Figure 1. Local utilization (run 1).
6 x 6 tiles, from white (low) to dark blue (high), 0 to 100% covered.
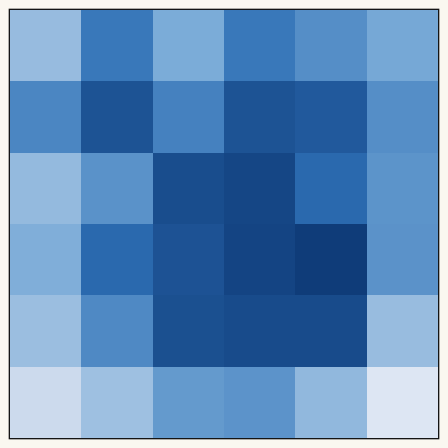
Figure 2. Zoomed window (run 1).
Region (36, 36) to (56, 56) um. Cells in grey, sequential cells in the stronger grey; small squares are vias.
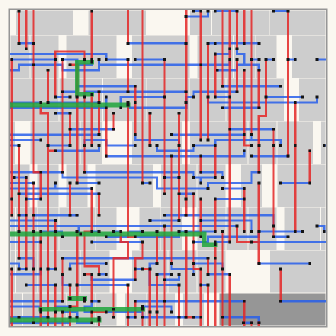
Figure 3. Pin map (run 1).
The bar under the picture is 20 um long. Pins as bars across the die edge, other pins in grey.
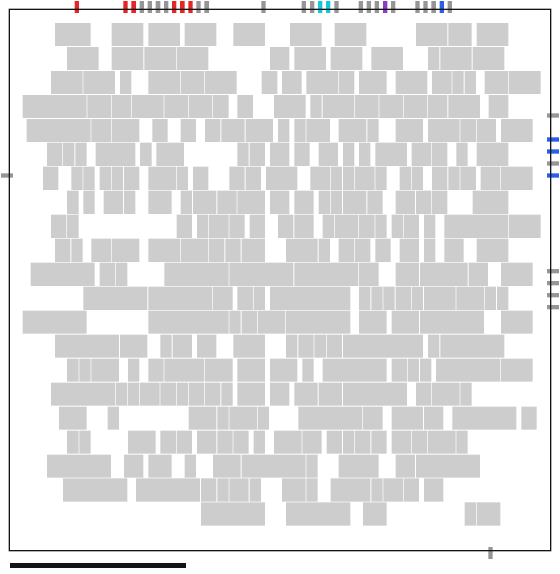
Figure 4. Placed standard cells (run 1).
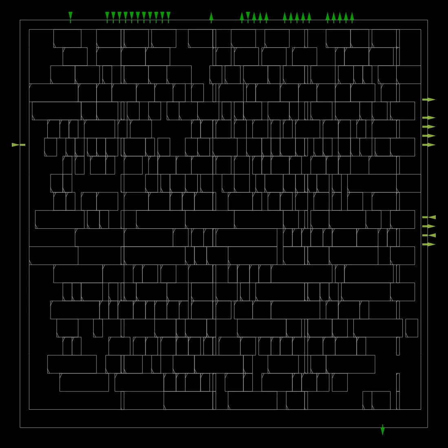
**src/rtl/multicycle_ctrl.sv**
```systemverilog
// Purpose : Moore control FSM for a MIPS-style multicycle datapath (fetch/decode/exec/mem/writeback).
// Latency : 3..5 cycles per instruction with memory ready at once; each memory-wait cycle adds one.
// Backpres: FETCH/MEM_RD/MEM_WR hold until mem_ready; a wait of MEM_TIMEOUT cycles ends in sticky ERR.
// Option  : define ILLEGAL_TRAP_EN to trap undecoded opcodes / R-type functs into TRAP (sticky illegal).
module multicycle_ctrl #(
    parameter int OP_W        = 6,
    parameter int MEM_TIMEOUT = 255
) (
    input  logic            clk,
    input  logic            rst,
    input  logic [OP_W-1:0] opcode,
    input  logic [OP_W-1:0] funct,
    input  logic            zero,
    input  logic            mem_ready,
    output logic            pc_write,
    output logic            ir_write,
    output logic            iord,
    output logic            mem_read,
    output logic            mem_write,
    output logic            reg_write,
    output logic            mem_to_reg,
    output logic            wd_inp,
    output logic            alu_src_a,
    output logic [1:0]      pc_src,
    output logic [1:0]      reg_dst,
    output logic [1:0]      alu_src_b,
    output logic [1:0]      alu_op,
    output logic [3:0]      state,
    output logic            mem_err,
    output logic            illegal
);

    typedef enum logic [3:0] {
        S_FETCH  = 4'd0,
        S_DECODE = 4'd1,
        S_EXEC_R = 4'd2,
        S_WB_R   = 4'd3,
        S_EXEC_I = 4'd4,
        S_WB_I   = 4'd5,
        S_ADDR   = 4'd6,
        S_MEM_RD = 4'd7,
        S_WB_LW  = 4'd8,
        S_MEM_WR = 4'd9,
        S_BRANCH = 4'd10,
        S_JUMP   = 4'd11,
        S_JAL    = 4'd12,
        S_JR     = 4'd13,
        S_ERR    = 4'd14,
        S_TRAP   = 4'd15
    } state_t;

    localparam logic [OP_W-1:0] OPC_R    = OP_W'(0);
    localparam logic [OP_W-1:0] OPC_J    = OP_W'(2);
    localparam logic [OP_W-1:0] OPC_JAL  = OP_W'(3);
    localparam logic [OP_W-1:0] OPC_BEQ  = OP_W'(4);
    localparam logic [OP_W-1:0] OPC_BNE  = OP_W'(5);
    localparam logic [OP_W-1:0] OPC_ADDI = OP_W'(8);
    localparam logic [OP_W-1:0] OPC_ANDI = OP_W'(12);
    localparam logic [OP_W-1:0] OPC_LW   = OP_W'(35);
    localparam logic [OP_W-1:0] OPC_SW   = OP_W'(43);
    localparam logic [OP_W-1:0] FN_JR    = OP_W'(8);

    state_t          r_state;
    state_t          w_next;
    logic [OP_W-1:0] r_op;        // opcode captured in DECODE for the later states
    logic [15:0]     r_cnt;       // memory-wait counter
    logic            r_mem_err;
    logic [16:0]     w_cnt_inc;
    logic            w_timeout;
    logic            w_wait_st;

    logic            w_pc_write, w_ir_write, w_iord, w_mem_read, w_mem_write;
    logic            w_reg_write, w_mem_to_reg, w_wd_inp, w_alu_src_a;
    logic [1:0]      w_pc_src, w_reg_dst, w_alu_src_b, w_alu_op;

    assign w_wait_st = (r_state == S_FETCH) || (r_state == S_MEM_RD) || (r_state == S_MEM_WR);
    assign w_cnt_inc = {1'b0, r_cnt} + 17'd1;
    // This stall cycle is the one that makes the counter hit the limit; mem_ready on it still wins.
    assign w_timeout = (w_cnt_inc >= 17'(MEM_TIMEOUT));

`ifdef ILLEGAL_TRAP_EN
    logic r_illegal;
    logic w_funct_ok;

    // R-type functs this datapath implements: add, sub, and, or, slt, jr.
    always_comb begin
        w_funct_ok = 1'b0;
        case (funct)
            OP_W'(8'h20), OP_W'(8'h22), OP_W'(8'h24),
            OP_W'(8'h25), OP_W'(8'h2A), OP_W'(8'h08): w_funct_ok = 1'b1;
            default:                                   w_funct_ok = 1'b0;
        endcase
    end
`endif

    // Next-state and Moore outputs; only the mem_ready-qualified strobes and BRANCH pc_write look at inputs.
    always_comb begin
        w_next       = r_state;
        w_pc_write   = 1'b0;
        w_ir_write   = 1'b0;
        w_iord       = 1'b0;
        w_mem_read   = 1'b0;
        w_mem_write  = 1'b0;
        w_reg_write  = 1'b0;
        w_mem_to_reg = 1'b0;
        w_wd_inp     = 1'b0;
        w_alu_src_a  = 1'b0;
        w_pc_src     = 2'b00;
        w_reg_dst    = 2'b00;
        w_alu_src_b  = 2'b00;
        w_alu_op     = 2'b00;
        case (r_state)
            S_FETCH: begin
                w_mem_read  = 1'b1;
                w_alu_src_b = 2'b01;
                if (mem_ready) begin
                    w_ir_write = 1'b1;
                    w_pc_write = 1'b1;
                    w_next     = S_DECODE;
                end else if (w_timeout) begin
                    w_next = S_ERR;
                end
            end
            S_DECODE: begin
                w_alu_src_b = 2'b11;
                case (opcode)
                    OPC_R: begin
                        if (funct == FN_JR) begin
                            w_next = S_JR;
                        end else begin
`ifdef ILLEGAL_TRAP_EN
                            w_next = w_funct_ok ? S_EXEC_R : S_TRAP;
`else
                            w_next = S_EXEC_R;
`endif
                        end
                    end
                    OPC_ADDI, OPC_ANDI: w_next = S_EXEC_I;
                    OPC_LW, OPC_SW:     w_next = S_ADDR;
                    OPC_BEQ, OPC_BNE:   w_next = S_BRANCH;
                    OPC_J:              w_next = S_JUMP;
                    OPC_JAL:            w_next = S_JAL;
`ifdef ILLEGAL_TRAP_EN
                    default:            w_next = S_TRAP;
`else
                    default:            w_next = S_FETCH;
`endif
                endcase
            end
            S_EXEC_R: begin
                w_alu_src_a = 1'b1;
                w_alu_op    = 2'b10;
                w_next      = S_WB_R;
            end
            S_WB_R: begin
                w_reg_dst   = 2'b01;
                w_reg_write = 1'b1;
                w_next      = S_FETCH;
            end
            S_EXEC_I: begin
                w_alu_src_a = 1'b1;
                w_alu_src_b = 2'b10;
                w_alu_op    = (r_op == OPC_ANDI) ? 2'b11 : 2'b00;
                w_next      = S_WB_I;
            end
            S_WB_I: begin
                w_reg_write = 1'b1;
                w_next      = S_FETCH;
            end
            S_ADDR: begin
                w_alu_src_a = 1'b1;
                w_alu_src_b = 2'b10;
                w_next      = (r_op == OPC_SW) ? S_MEM_WR : S_MEM_RD;
            end
            S_MEM_RD: begin
                w_iord     = 1'b1;
                w_mem_read = 1'b1;
                if (mem_ready)      w_next = S_WB_LW;
                else if (w_timeout) w_next = S_ERR;
            end
            S_WB_LW: begin
                w_mem_to_reg = 1'b1;
                w_reg_write  = 1'b1;
                w_next       = S_FETCH;
            end
            S_MEM_WR: begin
                w_iord      = 1'b1;
                w_mem_write = 1'b1;
                if (mem_ready)      w_next = S_FETCH;
                else if (w_timeout) w_next = S_ERR;
            end
            S_BRANCH: begin
                w_alu_src_a = 1'b1;
                w_alu_op    = 2'b01;
                w_pc_src    = 2'b01;
                w_pc_write  = (r_op == OPC_BNE) ? ~zero : zero;
                w_next      = S_FETCH;
            end
            S_JUMP: begin
                w_pc_src   = 2'b10;
                w_pc_write = 1'b1;
                w_next     = S_FETCH;
            end
            S_JAL: begin
                w_pc_src    = 2'b10;
                w_pc_write  = 1'b1;
                w_reg_dst   = 2'b10;
                w_wd_inp    = 1'b1;
                w_reg_write = 1'b1;
                w_next      = S_FETCH;
            end
            S_JR: begin
                w_pc_src   = 2'b11;
                w_pc_write = 1'b1;
                w_next     = S_FETCH;
            end
            S_ERR:   w_next = S_ERR;
            S_TRAP:  w_next = S_TRAP;
            default: w_next = S_FETCH;
        endcase
    end

    // State register, opcode capture, wait counter and sticky memory error.
    always_ff @(posedge clk) begin
        if (rst) begin
            r_state   <= S_FETCH;
            r_op      <= '0;
            r_cnt     <= 16'd0;
            r_mem_err <= 1'b0;
        end else begin
            r_state <= w_next;
            if (r_state == S_DECODE) r_op <= opcode;
            // Counter only runs while stalled in a wait state; any other cycle leaves it at 0 for the next entry.
            if (w_wait_st && !mem_ready) r_cnt <= w_cnt_inc[15:0];
            else                         r_cnt <= 16'd0;
            if (w_next == S_ERR) r_mem_err <= 1'b1;
        end
    end

`ifdef ILLEGAL_TRAP_EN
    // Sticky illegal flag, set on the way into TRAP.
    always_ff @(posedge clk) begin
        if (rst)                  r_illegal <= 1'b0;
        else if (w_next == S_TRAP) r_illegal <= 1'b1;
    end
    assign illegal = r_illegal & ~rst;
`else
    assign illegal = 1'b0;
`endif

    // Strobes are forced low while reset is held, even before the first reset edge lands.
    assign pc_write   = w_pc_write  & ~rst;
    assign ir_write   = w_ir_write  & ~rst;
    assign mem_read   = w_mem_read  & ~rst;
    assign mem_write  = w_mem_write & ~rst;
    assign reg_write  = w_reg_write & ~rst;
    assign iord       = w_iord;
    assign mem_to_reg = w_mem_to_reg;
    assign wd_inp     = w_wd_inp;
    assign alu_src_a  = w_alu_src_a;
    assign pc_src     = w_pc_src;
    assign reg_dst    = w_reg_dst;
    assign alu_src_b  = w_alu_src_b;
    assign alu_op     = w_alu_op;
    assign state      = rst ? S_FETCH : r_state;
    assign mem_err    = r_mem_err & ~rst;

endmodule
```
**config.mk**
```make
export PLATFORM = sky130hd
export DESIGN_NAME = multicycle_ctrl
export DESIGN_NICKNAME = d
export VERILOG_FILES = /design/src/rtl/multicycle_ctrl.sv
export SDC_FILE = /design/constraint.sdc
export NUM_CORES = 1
export LEC_CHECK = 0
export ABC_AREA = 0
export CORE_UTILIZATION = 56
export CTS_BUF_LIST = sky130_fd_sc_hd__clkbuf_16
export DETAILED_ROUTE_END_ITERATION = 10
export GPL_TIMING_DRIVEN = 0
export PLACE_DENSITY = 0.9
export SYNTH_ARGS = -nofsm -noshare
export SYNTH_HDL_FRONTEND = slang
export SYNTH_SLANG_ARGS = --single-unit
export TNS_END_PERCENT = 50
```
**constraint.sdc**
```tcl
create_clock -name clk -period 4.4 [get_ports clk]
set_clock_uncertainty 0.2 [all_clocks]
set_input_delay 1.1 -clock clk [delete_from_list [all_inputs] [get_ports clk]]
set_output_delay 1.1 -clock clk [all_outputs]
set_load 0.01 [all_outputs]
```
==> notes.md, run 1 <==
Reports from this run.

- The run finished with clean final reports.
- For reference, the top logic cell family by area is simple AND/OR/NAND/NOR gates.
- The register area share after synthesis is 0.275.
- The number of antenna violations at the first check in global routing is 0.
- The maximum buffer depth of the clock tree is 2.
- The number of levels in the clock H-tree reads 1.
- The final tally of max-slew violations reads 0.
- The worst path setup slack after routing reads 0.260 ns.
- The synthesized cell area is 1970 um^2.
- The clock transition time at the flip-flop clock pins of the worst setup and hold paths reads 0.06 ns.
- The power density normalized to cell area is 229 nW/um^2.
- The first-pass GRT wire length reads 7.82 mm.
- Before CTS, the worst setup slack after placement is 0.120 ns.
- In the final layout, excluding clock inverters the inverter count is 6.
- The net count of the finished layout is 330.
- The number of cells upsized or downsized after cts reads 0.
- The stage delay of the slowest cell on the critical path is 0.63 ns.
- The final tally of setup violations is 0.
- The maximum frequency from static timing analysis is 0.242 GHz.
- Per the OpenROAD power report, switching power amounts to 0.140 mW.
- The met1 track demand over resource in global routing is 0.405.
- The main area contributors are sky130_fd_sc_hd__dfxtp_1, sky130_fd_sc_hd__nor2_1, sky130_fd_sc_hd__a21oi_1.
- The clock latency reported for the late side of the worst-skew pair reads 0.26 ns.
Notes on Figure 1 above:
tiles over 75% full: 36%
densest ninth of the die: centre
emptiest ninth of the die: lower left
core area: 3360 um^2
starting density of the core: 0.585
utilization after layout: 0.733

Notes on Figure 2 above:
[blue] met1
[red] met2
[green] met3
most frequent: clkdlybuf4s50_1 (9), nor2_1 (8), clkbuf_1 (6)
cells with their middle in the window: 58
netlist names of flops here include: `r_state` (1)
sequential cells in the window: 1

Notes on Figure 3 above:
[cyan] `pc_src` | pins: 2 | direction: output | edge: top
[blue] `state` | pins: 4 | direction: output | edge: 3 right, 1 top
[purple] `mem_to_reg` | pins: 1 | direction: output | edge: top
[red] `opcode` | pins: 6 | direction: input | edge: top
all pins by edge: 28 top, 9 right, 1 left, 1 bottom
DIE HEIGHT: 61.3 um
Die Width: 61.3 um
number of port buffers: 36

Notes on Figure 4 above:
Seq cells: 27
final instance count without filler cells: 357
fraction of area in registers: 0.219
# fillers: 287
tap cells: 46

==> run 1: worst max-delay path: cells and delay by family <==
family / cells / cell delay (ns)
compound gates: 2 / 0.35
buf+inv: 2 / 1.18
simple gates: 2 / 0.22
==> run 1: worst paths after layout <==
check                                from         to  slack [ns]  cells past startpoint
worst max-delay path            mem_ready   pc_write        0.26                      6
worst min-delay path              r_op[2]    r_op[2]        0.27                      2
worst max register to register   r_cnt[0]  r_mem_err        1.86                      8
worst min register to register    r_op[2]    r_op[2]        0.27                      2
==> run 1: flip-flops by register name (all words and copies together), names as in the netlist <==
signal and cells:
r_op 6, r_mem_err 1, r_cnt 16, r_state 4
==> run 1: power groups by stage <==
stage | combinational, mW | clock (mW) | sequential, mW
final | 0.109 | 0.200 | 0.256
after detailed placement | 0.107 | 0 | 0.261
after global placement | 0.106 | 0 | 0.261
after global routing | 0.122 | 0.214 | 0.256
after floorplan | 0.0647 | 0 | 0.260
after CTS | 0.107 | 0.206 | 0.256
==> run 1: layout by cell type, fill, tap and decap left out, types with 6 or more instances in the layout <==
master,Yosys,layout
sky130_fd_sc_hd__nor3_1,10,10
sky130_fd_sc_hd__o21ai_0,13,13
sky130_fd_sc_hd__inv_1,6,6
sky130_fd_sc_hd__nor2_1,40,40
sky130_fd_sc_hd__nor2b_1,13,13
sky130_fd_sc_hd__xnor2_1,11,11
sky130_fd_sc_hd__dfxtp_1,27,27
sky130_fd_sc_hd__clkdlybuf4s50_1,0,36
sky130_fd_sc_hd__nand2_1,23,23
sky130_fd_sc_hd__a21oi_1,20,20
sky130_fd_sc_hd__nand3_1,8,8
sky130_fd_sc_hd__clkbuf_1,10,9
==> run 1: Yosys cell counts (2+ instances only) <==
master                     number
sky130_fd_sc_hd__xnor2_1       11
sky130_fd_sc_hd__a41o_1         2
sky130_fd_sc_hd__a211oi_1       2
sky130_fd_sc_hd__buf_4          3
sky130_fd_sc_hd__nor3_1        10
sky130_fd_sc_hd__nor2b_1       13
sky130_fd_sc_hd__and4_1         2
sky130_fd_sc_hd__and2_1         3
sky130_fd_sc_hd__a31oi_1        2
sky130_fd_sc_hd__buf_2          4
sky130_fd_sc_hd__or3_1          4
sky130_fd_sc_hd__nand2b_1       4
sky130_fd_sc_hd__nand3_1        8
sky130_fd_sc_hd__mux2i_1        2
sky130_fd_sc_hd__nor2_1        40
sky130_fd_sc_hd__nand2_1       23
sky130_fd_sc_hd__xor2_1         4
sky130_fd_sc_hd__o22ai_1        2
sky130_fd_sc_hd__or4b_1         2
sky130_fd_sc_hd__o31ai_1        2
sky130_fd_sc_hd__nor4_1         2
sky130_fd_sc_hd__nand3b_1       3
sky130_fd_sc_hd__ha_1           2
sky130_fd_sc_hd__and3_1         4
sky130_fd_sc_hd__nand4_1        4
sky130_fd_sc_hd__nor4b_1        3
sky130_fd_sc_hd__or4_1          3
sky130_fd_sc_hd__inv_1          6
sky130_fd_sc_hd__o211ai_1       2
sky130_fd_sc_hd__dfxtp_1       27
sky130_fd_sc_hd__o21a_1         4
sky130_fd_sc_hd__o21ai_0       13
sky130_fd_sc_hd__a21oi_1       20
sky130_fd_sc_hd__clkbuf_1      10
sky130_fd_sc_hd__buf_6          2
==> inputs of run 2 (changes only) <==
- CORE_UTILIZATION: 56 -> 50
- PLACE_DENSITY: 0.9 -> 0.82
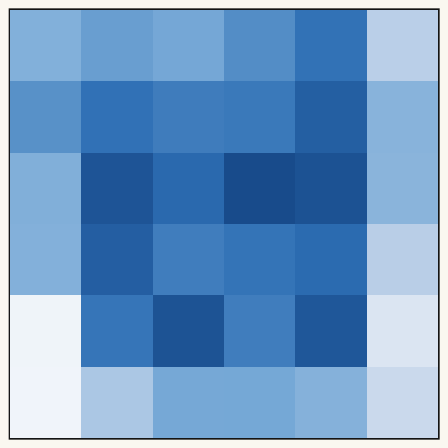
Figure 5: run 2, local utilization.
6 x 6 tiles, from white (low) to dark blue (high), 0 to 100% covered.
starting density of the core: 0.529
utilization after layout: 0.664

==> notes.md, run 2 <==
Reports from this run.

- The flow ran to the end, and the final reports show no timing, DRC or antenna violations.
- The flip-flop count of the largest register, all copies and words added is 16 (unchanged).
- The register area share after synthesis came to 0.275 (unchanged).
- The final tally of max-slew violations is 0 (unchanged).
- The width of the chip is 64.7 um (+5.6%).
- The dominant cell by count in the synthesized netlist reads sky130_fd_sc_hd__nor2_1.
- The first-pass GRT wire length is 8.14 mm (+4.1%).
- The final tally of setup violations was 0 (unchanged).
- The top cell types in the final layout, fill and taps aside, are sky130_fd_sc_hd__nor2_1, sky130_fd_sc_hd__clkdlybuf4s50_1, sky130_fd_sc_hd__dfxtp_1.
- The commonest cells after synthesis are sky130_fd_sc_hd__nor2_1, sky130_fd_sc_hd__dfxtp_1, sky130_fd_sc_hd__nand2_1.
- The power density normalized to cell area is 230 nW/um^2 (+0.49%).
- The top logic cell by instance count in the layout reads sky130_fd_sc_hd__nor2_1.
- The count of port buffers added during placement is 36 (unchanged).
- The clock transition time at the flip-flop clock pins of the worst setup and hold paths reads 0.06 ns (about the same).
- The number of cells upsized or downsized after cts is 0 (unchanged).
- The number of levels in the clock H-tree was 1 (unchanged).
- The height of the die reads 64.7 um (+5.6%).
- The synthesis report lists the most area-consuming cells as sky130_fd_sc_hd__dfxtp_1, sky130_fd_sc_hd__nor2_1, sky130_fd_sc_hd__a21oi_1.
- The maximum frequency from static timing analysis reads 0.239 GHz (-1.1%).
- The clock latency reported for the late side of the worst-skew pair reads 0.26 ns (about the same).
- The synthesized cell area reads 1970 um^2 (unchanged).
- The number of antenna violations at the first check in global routing came to 0 (unchanged).
- The total grt overflow reads 0.
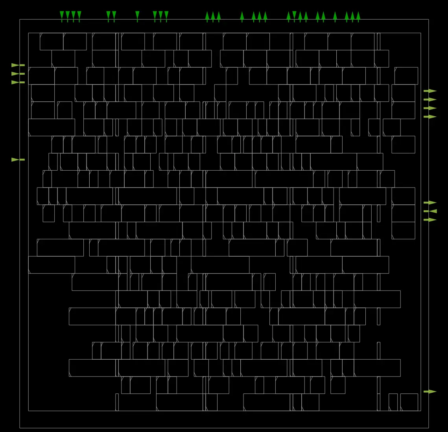
Figure 6: run 2, placed standard cells.
core area: 3720 um^2
# fillers: 325
tap cells: 48
final instance count without filler cells: 359

[run 2: final timing paths]
check	start	endpoint	slack, ns	depth (start not counted)
max	rst	pc_write	0.21	5
max reg2reg	r_cnt[0]	r_mem_err	1.82	8
min reg2reg	r_op[5]	r_op[5]	0.27	2
min	r_op[5]	r_op[5]	0.27	2
[run 2: stage by stage]
stage / worst slack, ns / hold slack (ns) / power [mW] / cells / instance area [um^2]
global route: 0.139 / 0.297 / 0.592 / 359 / 2470
finish: 0.215 / 0.275 / 0.567 / 359 / 2470
detailed placement: 0.0765 / 0.271 / 0.369 / 355 / 2390
CTS: 0.0656 / 0.279 / 0.572 / 359 / 2470
floorplan: 1.33 / 0.245 / 0.324 / 271 / 1970
global placement: 0.0597 / 0.255 / 0.367 / 355 / 2390
[run 2: power by group]
group	switching (mW)	internal (mW)	total (mW)	leakage, nW
Combinational	0.0583	0.0514	0.110	0.561
Clock	0.0803	0.122	0.202	0.0423
Sequential	0.00533	0.250	0.256	0.219
Total	0.144	0.423	0.567	0.822
[run 2: cells by family after synthesis]
logic type	Yosys count	share of synthesized area
buf+inv	26	0.0655
flops	27	0.275
simple gates	136	0.364
other cells	1	0.00191
compound gates	62	0.204
fa+ha+maj	2	0.0127
xor+xnor	15	0.0668
mux	2	0.0102
[run 2: layer usage]
metal | wire (um) | GRT usage
met1 | 2200 | 0.326
met2 | 2170 | 0.402
met3 | 250 | 0.0423
met4 | 44 | 0.0500
met5 | 0 | 0
[run 2: critical path, stage by stage]
cell and delay (ns):
sky130_fd_sc_hd__clkdlybuf4s50_1 0.48, sky130_fd_sc_hd__clkbuf_1 0.40, sky130_fd_sc_hd__clkbuf_2 0.34, sky130_fd_sc_hd__nor2_1 0.09
sky130_fd_sc_hd__clkdlybuf4s50_1 0.48
[run 2: cell type report]
class | count | area (um^2) | share of cell area
multi-input cells | 218 | 1300 | 0.526
flip-flops and latches | 27 | 541 | 0.219
repair buffers | 36 | 360 | 0.146
plain buffers | 20 | 108 | 0.0436
clock buffers | 3 | 75.1 | 0.0304
well taps | 48 | 60.1 | 0.0243
inverters | 6 | 22.5 | 0.00913
clock inverters | 1 | 3.75 | 0.00152
Power is estimated from default activity; no workload was simulated.
